[config.mk]
export PLATFORM = sky130hd
export DESIGN_NAME = rotl_share_arbiter_flat
export DESIGN_NICKNAME = d
export VERILOG_FILES = /design/src/rtl/rotl_share_arbiter_pkg.sv /design/src/rtl/rotl_share_arbiter_if.sv /design/src/rtl/rotl_share_arbiter_unit.sv /design/src/rtl/rotl_share_arbiter.sv /design/src/flat_wrapper.sv
export SDC_FILE = /design/constraint.sdc
export NUM_CORES = 1
export LEC_CHECK = 0
export CAP_MARGIN = 20
export CORE_AREA = 2 2 93 95
export CTS_BUF_LIST = sky130_fd_sc_hd__clkbuf_16
export DETAILED_ROUTE_END_ITERATION = 7
export DIE_AREA = 0 0 95 97
export PLACE_DENSITY = 0.76
export SYNTH_ARGS = -nofsm -noshare
export SYNTH_HDL_FRONTEND = slang
export SYNTH_SLANG_ARGS = --single-unit
[constraint.sdc]
create_clock -name clk -period 3.1 [get_ports clk]
set_clock_uncertainty 0.15 [all_clocks]
set_input_delay 0.62 -clock clk [delete_from_list [all_inputs] [get_ports clk]]
set_output_delay 0.62 -clock clk [all_outputs]
set_load 0.005 [all_outputs]
[src/rtl/rotl_share_arbiter_pkg.sv]
// Shared types and helpers for the round-robin rotate-left sharing block.
package rotl_pkg;

  typedef enum logic [1:0] {
    IDLE = 2'd0,
    EXEC = 2'd1,
    DONE = 2'd2
  } state_t;

  localparam int DATA_W_DEF  = 16;
  localparam int SHAMT_W_DEF = 4;

  function automatic int clog2(input int value);
    int result;
    int remain;
    result = 0;
    remain = value - 1;
    while (remain > 0) begin
      result++;
      remain = remain >> 1;
    end
    return result;
  endfunction

endpackage

[src/rtl/rotl_share_arbiter_if.sv]
// Requester and result handshake bundle between clients and the shared rotate block.
interface rotl_share_arbiter_if
  import rotl_pkg::*;
#(
  parameter int NUM_REQ = 4,
  parameter int DATA_W  = DATA_W_DEF,
  parameter int SHAMT_W = SHAMT_W_DEF,
  parameter int ID_W    = clog2(NUM_REQ)
);

  logic [NUM_REQ-1:0]         req_valid;
  logic [NUM_REQ*DATA_W-1:0]  req_data;
  logic [NUM_REQ*SHAMT_W-1:0] req_shamt;
  logic [NUM_REQ-1:0]         req_ready;
  logic                       res_valid;
  logic [DATA_W-1:0]          res_data;
  logic [ID_W-1:0]            res_id;
  logic                       res_ready;
  logic                       busy;

  modport master (
    output req_valid, req_data, req_shamt, res_ready,
    input  req_ready, res_valid, res_data, res_id, busy
  );

  modport slave (
    input  req_valid, req_data, req_shamt, res_ready,
    output req_ready, res_valid, res_data, res_id, busy
  );

endinterface

[src/rtl/rotl_share_arbiter_unit.sv]
// Combinational DATA_W-bit rotate-left; a zero amount passes the operand through.
module rotl_unit
  import rotl_pkg::*;
#(
  parameter int DATA_W  = DATA_W_DEF,
  parameter int SHAMT_W = SHAMT_W_DEF
) (
  input  logic [DATA_W-1:0]  op,
  input  logic [SHAMT_W-1:0] sh,
  output logic [DATA_W-1:0]  res
);

  // Shifting the doubled operand brings the wrapped bits into the upper half.
  assign res = DATA_W'(({op, op} << sh) >> DATA_W);

endmodule

[src/rtl/rotl_share_arbiter.sv]
// Round-robin arbiter feeding one shared rotate-left unit with a registered, ID-tagged result.
module rotl_share_arbiter
  import rotl_pkg::*;
#(
  parameter int NUM_REQ = 4,
  parameter int DATA_W  = DATA_W_DEF,
  parameter int SHAMT_W = SHAMT_W_DEF,
  parameter int ID_W    = clog2(NUM_REQ)
) (
  input logic                clk,
  input logic                rst_n,
  rotl_share_arbiter_if.slave bus
);

  state_t              state_reg, state_next;
  logic [ID_W-1:0]     rr_ptr_reg;
  logic [DATA_W-1:0]   op_reg;
  logic [SHAMT_W-1:0]  sh_reg;
  logic [ID_W-1:0]     id_reg;
  logic [DATA_W-1:0]   res_data_reg;
  logic [ID_W-1:0]     res_id_reg;
  logic [DATA_W-1:0]   rot_res;
  logic                can_accept;
  logic                accept;
  logic [NUM_REQ-1:0]  grant_vec;
  logic [ID_W-1:0]     grant_idx;

  logic [DATA_W-1:0]  data_arr  [NUM_REQ];
  logic [SHAMT_W-1:0] shamt_arr [NUM_REQ];

  for (genvar gi = 0; gi < NUM_REQ; gi++) begin : g_unpack
    assign data_arr[gi]  = bus.req_data[gi*DATA_W +: DATA_W];
    assign shamt_arr[gi] = bus.req_shamt[gi*SHAMT_W +: SHAMT_W];
  end

  // First valid requester after ptr, wrapping modulo NUM_REQ.
  function automatic logic [NUM_REQ-1:0] rr_pick(input logic [NUM_REQ-1:0] valid,
                                                 input logic [ID_W-1:0]    ptr);
    logic [NUM_REQ-1:0] grant;
    logic               found;
    int                 idx;
    grant = '0;
    found = 1'b0;
    for (int k = 1; k <= NUM_REQ; k++) begin
      idx = (int'(ptr) + k) % NUM_REQ;
      if (!found && valid[idx]) begin
        grant[idx] = 1'b1;
        found      = 1'b1;
      end
    end
    return grant;
  endfunction

  always_comb begin
    can_accept = (state_reg == IDLE) || ((state_reg == DONE) && bus.res_ready);
    grant_vec  = can_accept ? rr_pick(bus.req_valid, rr_ptr_reg) : '0;
    accept     = |grant_vec;
    grant_idx  = '0;
    for (int k = 0; k < NUM_REQ; k++) begin
      if (grant_vec[k]) grant_idx = ID_W'(k);
    end
  end

  always_comb begin
    state_next = state_reg;
    case (state_reg)
      IDLE:    if (accept) state_next = EXEC;
      EXEC:    state_next = DONE;
      DONE:    if (bus.res_ready) state_next = accept ? EXEC : IDLE;
      default: state_next = IDLE;
    endcase
  end

  always_ff @(posedge clk or negedge rst_n) begin
    if (!rst_n) state_reg <= IDLE;
    else        state_reg <= state_next;
  end

  rotl_unit #(.DATA_W(DATA_W), .SHAMT_W(SHAMT_W)) u_rotl (
    .op  (op_reg),
    .sh  (sh_reg),
    .res (rot_res)
  );

  // Pointer resets to the last requester so requester 0 wins first.
  always_ff @(posedge clk or negedge rst_n) begin
    if (!rst_n) begin
      rr_ptr_reg   <= ID_W'(NUM_REQ - 1);
      op_reg       <= '0;
      sh_reg       <= '0;
      id_reg       <= '0;
      res_data_reg <= '0;
      res_id_reg   <= '0;
    end else begin
      if (accept) begin
        op_reg     <= data_arr[grant_idx];
        sh_reg     <= shamt_arr[grant_idx];
        id_reg     <= grant_idx;
        rr_ptr_reg <= grant_idx;
      end
      if (state_reg == EXEC) begin
        res_data_reg <= rot_res;
        res_id_reg   <= id_reg;
      end
    end
  end

  assign bus.req_ready = grant_vec;
  assign bus.res_valid = (state_reg == DONE);
  assign bus.res_data  = res_data_reg;
  assign bus.res_id    = res_id_reg;
  assign bus.busy      = (state_reg != IDLE);

endmodule

[src/flat_wrapper.sv]
// flat-port wrapper written by rule: the top's interface ports become plain ports
module rotl_share_arbiter_flat import rotl_pkg::*;
#(
  parameter int NUM_REQ = 4,
  parameter int DATA_W  = DATA_W_DEF,
  parameter int SHAMT_W = SHAMT_W_DEF,
  parameter int ID_W    = clog2(NUM_REQ)
)
  (clk, rst_n, bus_req_valid, bus_req_data, bus_req_shamt, bus_res_ready, bus_req_ready, bus_res_valid, bus_res_data, bus_res_id, bus_busy);
  rotl_share_arbiter_if #(.NUM_REQ(NUM_REQ), .DATA_W(DATA_W), .SHAMT_W(SHAMT_W), .ID_W(ID_W)) bus_i ();
  input logic clk;
  input logic rst_n;
  input wire logic [$bits(bus_i.req_valid)-1:0] bus_req_valid;
  input wire logic [$bits(bus_i.req_data)-1:0] bus_req_data;
  input wire logic [$bits(bus_i.req_shamt)-1:0] bus_req_shamt;
  input wire logic [$bits(bus_i.res_ready)-1:0] bus_res_ready;
  output wire logic [$bits(bus_i.req_ready)-1:0] bus_req_ready;
  output wire logic [$bits(bus_i.res_valid)-1:0] bus_res_valid;
  output wire logic [$bits(bus_i.res_data)-1:0] bus_res_data;
  output wire logic [$bits(bus_i.res_id)-1:0] bus_res_id;
  output wire logic [$bits(bus_i.busy)-1:0] bus_busy;
  assign bus_i.req_valid = bus_req_valid;
  assign bus_i.req_data = bus_req_data;
  assign bus_i.req_shamt = bus_req_shamt;
  assign bus_i.res_ready = bus_res_ready;
  assign bus_req_ready = bus_i.req_ready;
  assign bus_res_valid = bus_i.res_valid;
  assign bus_res_data = bus_i.res_data;
  assign bus_res_id = bus_i.res_id;
  assign bus_busy = bus_i.busy;
  rotl_share_arbiter #(.NUM_REQ(NUM_REQ), .DATA_W(DATA_W), .SHAMT_W(SHAMT_W), .ID_W(ID_W)) u_core (.clk(clk), .rst_n(rst_n), .bus(bus_i));
endmodule
==> flow_metrics.env, run 1 <==
# source this file to load flow results
export IMPL_clk_path_buf_depth=2
export IMPL_p_sw_share_pct=37.1
export IMPL_grt_max_degree=45
export IMPL_hpwl_mm=6.47
export IMPL_worstMarginPinSlew_ns=0.860
export IMPL_post_route_period_util_pct=101
export IMPL_drtIter0Drc=103
export IMPL_maxSlewHeadroom_pct=42.6
export IMPL_async_flop_share_pct=100
export IMPL_syn_avg_cell_area_um2=12.1
export IMPL_setup_viol=5
export IMPL_switchingPower_mw=2.60
export IMPL_top_area_cell="dfrtp_1"
export IMPL_vdd_ir_drop_max_mv=0.648
export IMPL_violations="negative setup slack"
export IMPL_endpoint="bus_req_ready[0]"
export IMPL_clk_pin_slew_worst_paths_ns=0.06
export IMPL_arrival_ns=2.35
export IMPL_detail_route_antenna_nets=0
export IMPL_top_level_ports=111
export IMPL_p_int_mw=4.42
export IMPL_grt_pass1_wl_mm=14.6
export IMPL_diodes=0
export IMPL_synthCells=278
export IMPL_cts_tree="built"
export IMPL_clk_latency_ns=0.28
export IMPL_required_ns=2.33
export IMPL_r2r_start="u_core.rr_ptr_reg[0]"
export IMPL_grt_overflow=0
export IMPL_dieArea_um2=9220
export IMPL_drv_cap=0
export IMPL_critPathLaunch="u_core.rr_ptr_reg[0]"
export IMPL_period_minus_slack_ns=3.12
export IMPL_status="finished, violations left"
export IMPL_warning_count=35
export IMPL_top_power_group="combinational cells"
export IMPL_cts_root_buf="clkbuf_16"
export IMPL_drive_above_1_share_pct=37.1
export IMPL_rows=33
export IMPL_setup_slack_ns=-0.0202
export IMPL_p_per_area_nw_per_um2=1340
export IMPL_hold_viol_final=0
export IMPL_reg2regPathDepth=12
export IMPL_antenna_found_initial=0
==> run 1: cell type report <==
type,instances,area (um^2),area share [%]
multi-input cells,207,2210,42.2
repair buffers,156,1560,29.8
inverters,3,11.3,0.215
clock inverters,3,90.1,1.72
flip-flops and latches,44,1100,21.1
well taps,105,131,2.51
clock buffers,5,125,2.39
==> run 1: stage by stage <==
stage                     worst slack [ns]  cells  hold WS (ns)  instance area [um^2]  TNS (ns)
after detailed placement            -0.516    502         0.316                  4800    -10.78
after global routing                -0.103    523         0.359                  5230     -1.69
final                              -0.0202    523         0.334                  5230   -0.0713
after global placement              -0.496    502         0.306                  4800     -9.31
after floorplan                     0.0375    278         0.174                  3390         0
after CTS                          -0.0139    521         0.330                  5170   -0.0139
==> run 1: metal layers <==
| metal | up-vias | global-route usage (%) | wire (um) |
|---|---|---|---|
| met5 | - | 0 | 0 |
| met4 | 0 | 4.12 | 71 |
| met3 | 9 | 3.35 | 443 |
| met2 | 93 | 35.2 | 4700 |
| met1 | 1439 | 25.5 | 3660 |
| li1 | 1360 | - | - |
==> run 1: synth_stat cells, types with 6 or more instances <==
library cell  instances
mux4_2               36
nor2_1               21
o21ai_0              23
nand2_1               7
buf_6                 6
mux2i_1              19
clkbuf_1             16
ha_1                  8
o22ai_1              19
dfrtp_1              42
mux2_2               35
==> run 1: what timing repair did <==
item,in CTS,in global routing
setup buffers,13,0
endpoints found under the hold margin,0,2
gates cloned,1,0
resized,37,11
hold buffers,0,1
endpoints found under the setup margin,24,24
pin swaps,10,4
==> run 1: cells by family (layout without fill, tap and decap cells) <==
family,after synthesis,in the layout,synth area share [%]
fa+ha+maj,8,8,2.97
buf+inv,27,167,4.34
mux,93,93,42.4
flops,44,44,32.7
simple gates,47,47,6.89
compound gates,59,59,10.7
run_1/sizing.png
Scale bar: 20 um.
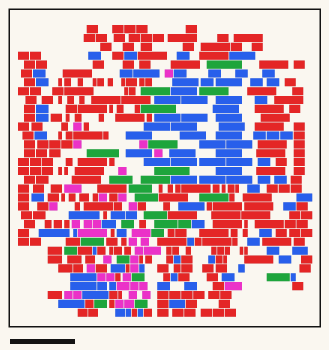
legend:
  green:
    size: x6 and larger
    cells: 24
  blue:
    size: x2
    cells: 94
  magenta:
    size: x3 and x4
    cells: 37
  red:
    size: x1 and smaller
    cells: 263

run_1/m3.png
Scale bar: 20 um.
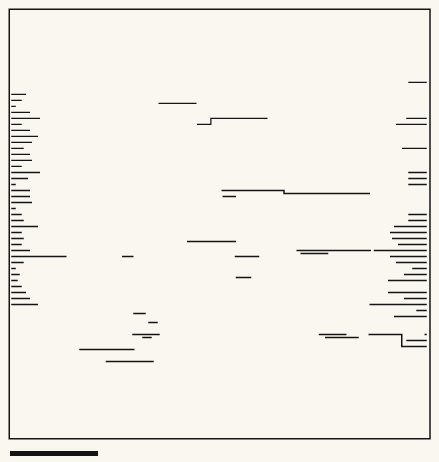
main direction: horizontal
nets with wire on the layer: 76
share of all routed wire: 5.0%
wire length on this layer: 443 um

run_1/placed.png
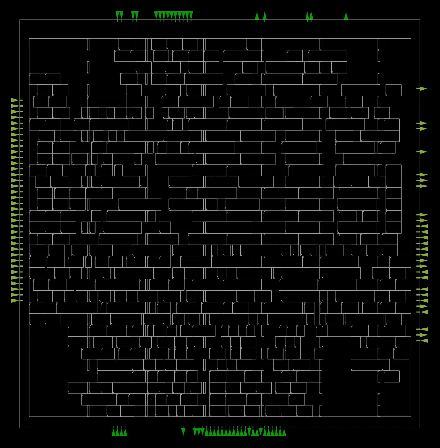
flop share of the area: 21.1%
fill count: 636
flip-flops: 44

run_1/pinout.png
Scale bar: 20 um. Pins as bars across the die edge, other pins in gray.
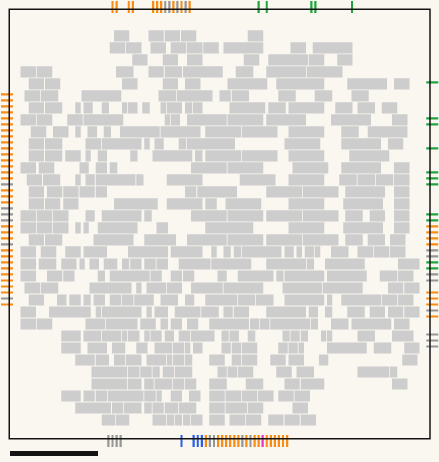
legend:
  green:
    port: bus_res_data
    pins: 16
    direction: output
    edge: 11 east, 5 north
  blue:
    port: bus_req_ready
    pins: 4
    direction: output
    edge: south
  magenta:
    port: bus_res_valid
    pins: 1
    direction: output
    edge: south
  orange:
    port: bus_req_data
    pins: 64
    direction: input
    edge: 30 west, 16 south, 10 north, 8 east

==> run 1 -> run 2 <==
Settings changed: CORE_AREA 2 2 93 95 to 2 2 130 69, DIE_AREA 0 0 95 97 to 0 0 132 71, HOLD_SLACK_MARGIN from default to 0.15.
==> flow_metrics.env, run 2 <==
# source this file to load flow results
export IMPL_top_level_ports=111
export IMPL_post_route_period_util_pct=102
export IMPL_clk_path_buf_depth=2
export IMPL_setup_slack_ns=-0.0727
export IMPL_status="finished, violations left"
export IMPL_async_flop_share_pct=100
export IMPL_drtIter0Drc=264
export IMPL_grt_max_degree=45
export IMPL_synthCells=278
export IMPL_grt_pass1_wl_mm=16.0
export IMPL_clk_latency_ns=0.29
export IMPL_fin_area_um2=5300
export IMPL_top_area_cell="dfrtp_1"
export IMPL_required_ns=2.33
export IMPL_setup_viol=14
export IMPL_drv_cap=0
export IMPL_clk_pin_slew_worst_paths_ns=0.06
export IMPL_top_power_group="combinational cells"
export IMPL_top_cells_by_count="42 x dfrtp_1, 36 x mux4_2, 35 x mux2_2"
export IMPL_synth_area_um2=3380
export IMPL_dieArea_um2=9370
export IMPL_cts_tree="built"
export IMPL_antenna_found_initial=0
export IMPL_detail_route_antenna_nets=0
export IMPL_warning_count=35
export IMPL_worstMarginPinSlew_ns=0.939
export IMPL_reg2regPathDepth=12
export IMPL_period_minus_slack_ns=3.17
export IMPL_endpoint="bus_req_ready[1]"
export IMPL_arrival_ns=2.40
export IMPL_cp_end_kind="output pin"
export IMPL_diodes=0
export IMPL_p_per_area_nw_per_um2=1340
export IMPL_hold_viol_final=0
export IMPL_cp_max_fo=3
export IMPL_violations="negative setup slack"
export IMPL_dp_slack_ns=-0.531
export IMPL_rows=24
export IMPL_fill_cells=637
export IMPL_hpwl_mm=7.29
export IMPL_vdd_ir_drop_max_mv=0.514
export IMPL_r2r_end="u_core.op_reg[14]"
export IMPL_placed_area_um2=4780
export IMPL_via_per_inst=5.53
export IMPL_p_int_mw=4.33
export IMPL_r2r_start="u_core.rr_ptr_reg[0]"
export IMPL_switchingPower_mw=2.80
## run 2: cell families after synthesis
group	synth area share, %
adder cells (fa/ha/maj)	2.97
flip-flops	32.7
buffers and inverters	4.34
multiplexers	42.4
AND/OR/NAND/NOR	6.89
AND-OR/OR-AND	10.7
## run 2: stage by stage
stage               util, %  instances  hold WS (ns)  power [mW]  TNS (ns)
floorplan                 -        278         0.174        4.25         0
global placement       57.4        511         0.313        5.71     -8.98
detailed placement     57.4        511         0.322        5.82     -9.37
CTS                    60.6        527         0.338        6.63    -0.128
global route           63.7        534         0.375        7.63     -2.25
finish                 63.7        534         0.340        7.13    -0.488
## run 2: area by class of cell
| type | count | area (um^2) | share of cell area (%) |
|---|---|---|---|
| multi-input combinational | 207 | 2320 | 43.8 |
| timing repair buffer | 155 | 1580 | 29.7 |
| sequential | 44 | 1100 | 20.8 |
| tap | 117 | 146 | 2.76 |
| clock buffer | 5 | 125 | 2.36 |
| clock inverter | 3 | 18.8 | 0.354 |
| inverter | 3 | 11.3 | 0.212 |
## run 2: what timing repair did
item / in CTS / in global routing
resized: 36 / 41
pin swaps: 11 / 7
endpoints found under the setup margin: 23 / 25
hold endpoints to repair: 0 / 16
hold buffers: 0 / 1
cloned: 0 / 2
buffers inserted: 10 / 3
## run 2: worst reg2reg max path, stage by stage (launching register included)
cell      delay [ns]
dfstp_2         0.57
inv_2           0.06
ha_4            0.26
mux4_2          0.36
nand3b_1        0.19
a221o_1         0.39
buf_6           0.15
o21ai_4         0.10
o21a_4          0.22
buf_12          0.14
buf_12          0.12
mux2i_2         0.22
o22ai_1         0.10
## run 2: layer usage
| metal | wire length [um] | GRT usage, % |
|---|---|---|
| met4 | 77 | 2.78 |
| met5 | 0 | 0 |
| met2 | 4280 | 31.5 |
| met3 | 801 | 5.66 |
| met1 | 4870 | 33.6 |
run_2/sizing.png
Scale bar: 50 um.
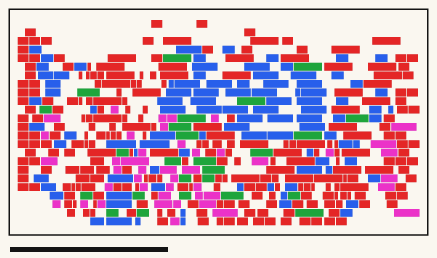
legend:
  blue:
    size: x2
    cells: 96
  green:
    size: x6 and larger
    cells: 25
  magenta:
    size: x3 and x4
    cells: 44
  red:
    size: x1 and smaller
    cells: 252

run_2/m3.png
Scale bar: 50 um.
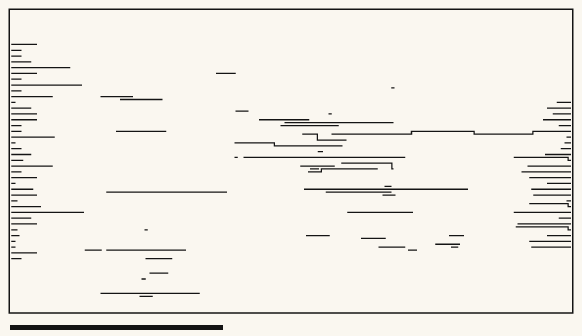
aggregate routed wire length: 10.0 mm
met3 GRT Util: 5.66%

run_2/layers.png
Scale bar: 50 um.
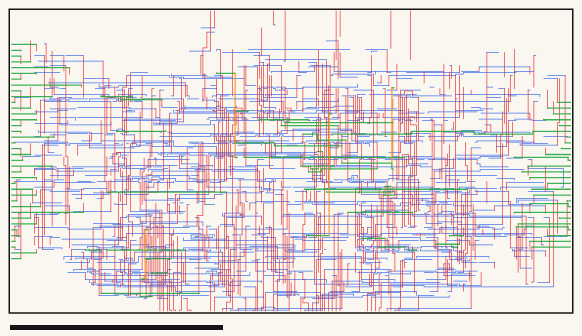
legend:
  blue:
    layer: M1
    wire_length: 4870 um
  orange:
    layer: M4
    wire_length: 77.5 um
  green:
    layer: M3
    wire_length: 802 um
  red:
    layer: M2
    wire_length: 4280 um

==> run 2 -> run 3 <==
Settings changed: CTS_CLUSTER_DIAMETER from default to 150, SLEW_MARGIN from default to 25.
==> flow_metrics.env, run 3 <==
# source this file to load flow results
export IMPL_cts_hold_fix_buffers=0
export IMPL_rows=24
export IMPL_dieArea_um2=9370
export IMPL_grt_overflow=0
export IMPL_drive_above_1_share_pct=39.5
export IMPL_violations="negative setup slack"
export IMPL_p_per_area_nw_per_um2=1350
export IMPL_syn_avg_cell_area_um2=12.1
export IMPL_diodes=0
export IMPL_status="finished, violations left"
export IMPL_fin_area_um2=5270
export IMPL_p_total_mw=7.12
export IMPL_top_area_cell="dfrtp_1"
export IMPL_clk_path_buf_depth=2
export IMPL_r2r_end="u_core.op_reg[14]"
export IMPL_routed_wl_mm=9.96
export IMPL_placed_area_um2=4780
export IMPL_fin_hold_ws_ns=0.178
export IMPL_arrival_ns=2.40
export IMPL_clk_pin_slew_worst_paths_ns=0.06
export IMPL_synthCells=278
export IMPL_setup_viol=14
export IMPL_required_ns=2.33
export IMPL_hpwl_mm=7.29
export IMPL_detail_route_antenna_nets=0
export IMPL_clk_latency_ns=0.29
export IMPL_top_power_group="combinational cells"
export IMPL_setup_slack_ns=-0.0727
export IMPL_async_flop_share_pct=100
export IMPL_final_util_pct=63.4
export IMPL_cts_root_buf="clkbuf_16"
export IMPL_worstMarginPinSlew_ns=0.945
export IMPL_hold_viol_final=0
export IMPL_fin_setup_tns_ns=-0.540
export IMPL_p_int_mw=4.33
export IMPL_post_route_period_util_pct=102
export IMPL_antenna_found_initial=0
export IMPL_r2r_start="u_core.rr_ptr_reg[0]"
export IMPL_most_common_cell="dfrtp_1"
export IMPL_drtIter0Drc=261
run 3: logic make-up (layout without fill, tap and decap cells):
group	count (synthesis)	in the layout	share of synthesized area [%]
mux	93	93	42.4
compound gates	59	59	10.7
simple gates	47	47	6.89
flops	44	44	32.7
buf+inv	27	164	4.34
fa+ha+maj	8	8	2.97
run 3: what timing repair did:
action                     CTS  global route
gates cloned                 0             2
pin swaps                   11             7
setup endpoints to repair   23            25
gates resized               36            41
setup buffers               10             3
run 3: worst max-delay path by stage:
stage / start / to / slack [ns] / cells past startpoint
global placement: bus_req_valid[2] / bus_req_ready[1] / -0.49 / 6
floorplan: u_core.rr_ptr_reg[0] / u_core.op_reg[6] / 0.04 / 11
global route: u_core.rr_ptr_reg[0] / bus_req_ready[3] / -0.14 / 8
CTS: u_core.rr_ptr_reg[0] / bus_req_ready[1] / -0.06 / 6
detailed placement: bus_req_valid[3] / bus_req_ready[1] / -0.53 / 6
finish: u_core.rr_ptr_reg[0] / bus_req_ready[1] / -0.07 / 6
run 3: layout make-up:
type,count,area (um^2)
inverters,3,11.3
multi-input cells,207,2320
well taps,117,146
fillers,642,3040
flip-flops and latches,44,1100
repair buffers,153,1550
clock buffers,5,125
clock inverters,3,18.8
run 3: metal layers:
metal | part of all wire [%] | global-route usage [%] | vias to the layer above | wire (um)
met5 | 0 | 0 | - | 0
met4 | 0.77 | 2.78 | 0 | 77
met3 | 8.4 | 5.66 | 9 | 834
met2 | 43 | 31.5 | 140 | 4240
met1 | 48 | 33.6 | 1442 | 4810
li1 | - | - | 1352 | -
run 3: worst max-delay path, cell delays in order, from the launching register on:
cell	delay, ns
dfstp_2	0.57
buf_6	0.12
mux4_2	0.52
or4_4	0.56
a21oi_4	0.14
or2_4	0.13
buf_6	0.08
run_3/placed.png
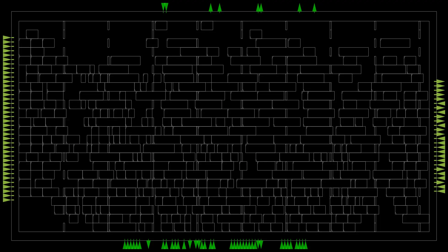
Post-Layout Cell Count: 532
Well-Tap Cells: 117
fill count: 642
core footprint: 8320 um^2

run_3/pinout.png
Scale bar: 50 um. Pins as bars across the die edge, other pins in gray.
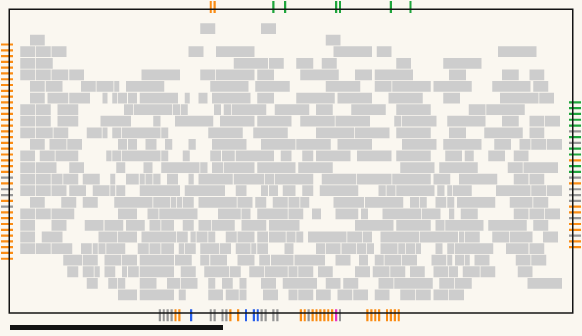
legend:
  orange:
    port: bus_req_data
    pins: 64
    direction: input
    edge: 34 west, 20 south, 8 east, 2 north
  green:
    port: bus_res_data
    pins: 16
    direction: output
    edge: 10 east, 6 north
  blue:
    port: bus_req_ready
    pins: 4
    direction: output
    edge: south
  magenta:
    port: bus_res_valid
    pins: 1
    direction: output
    edge: south

run_3/m3.png
Scale bar: 50 um.
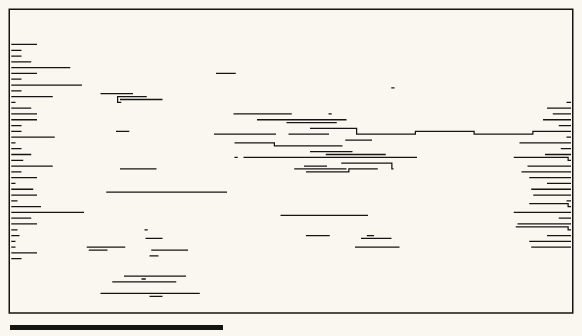
nets with wire on the layer: 94
share of all routed wire: 8.4%
wire length on this layer: 834 um
main direction: horizontal
longest straight run: 40.5 um

No activity file was given, so power comes from the tool's default toggle rates.
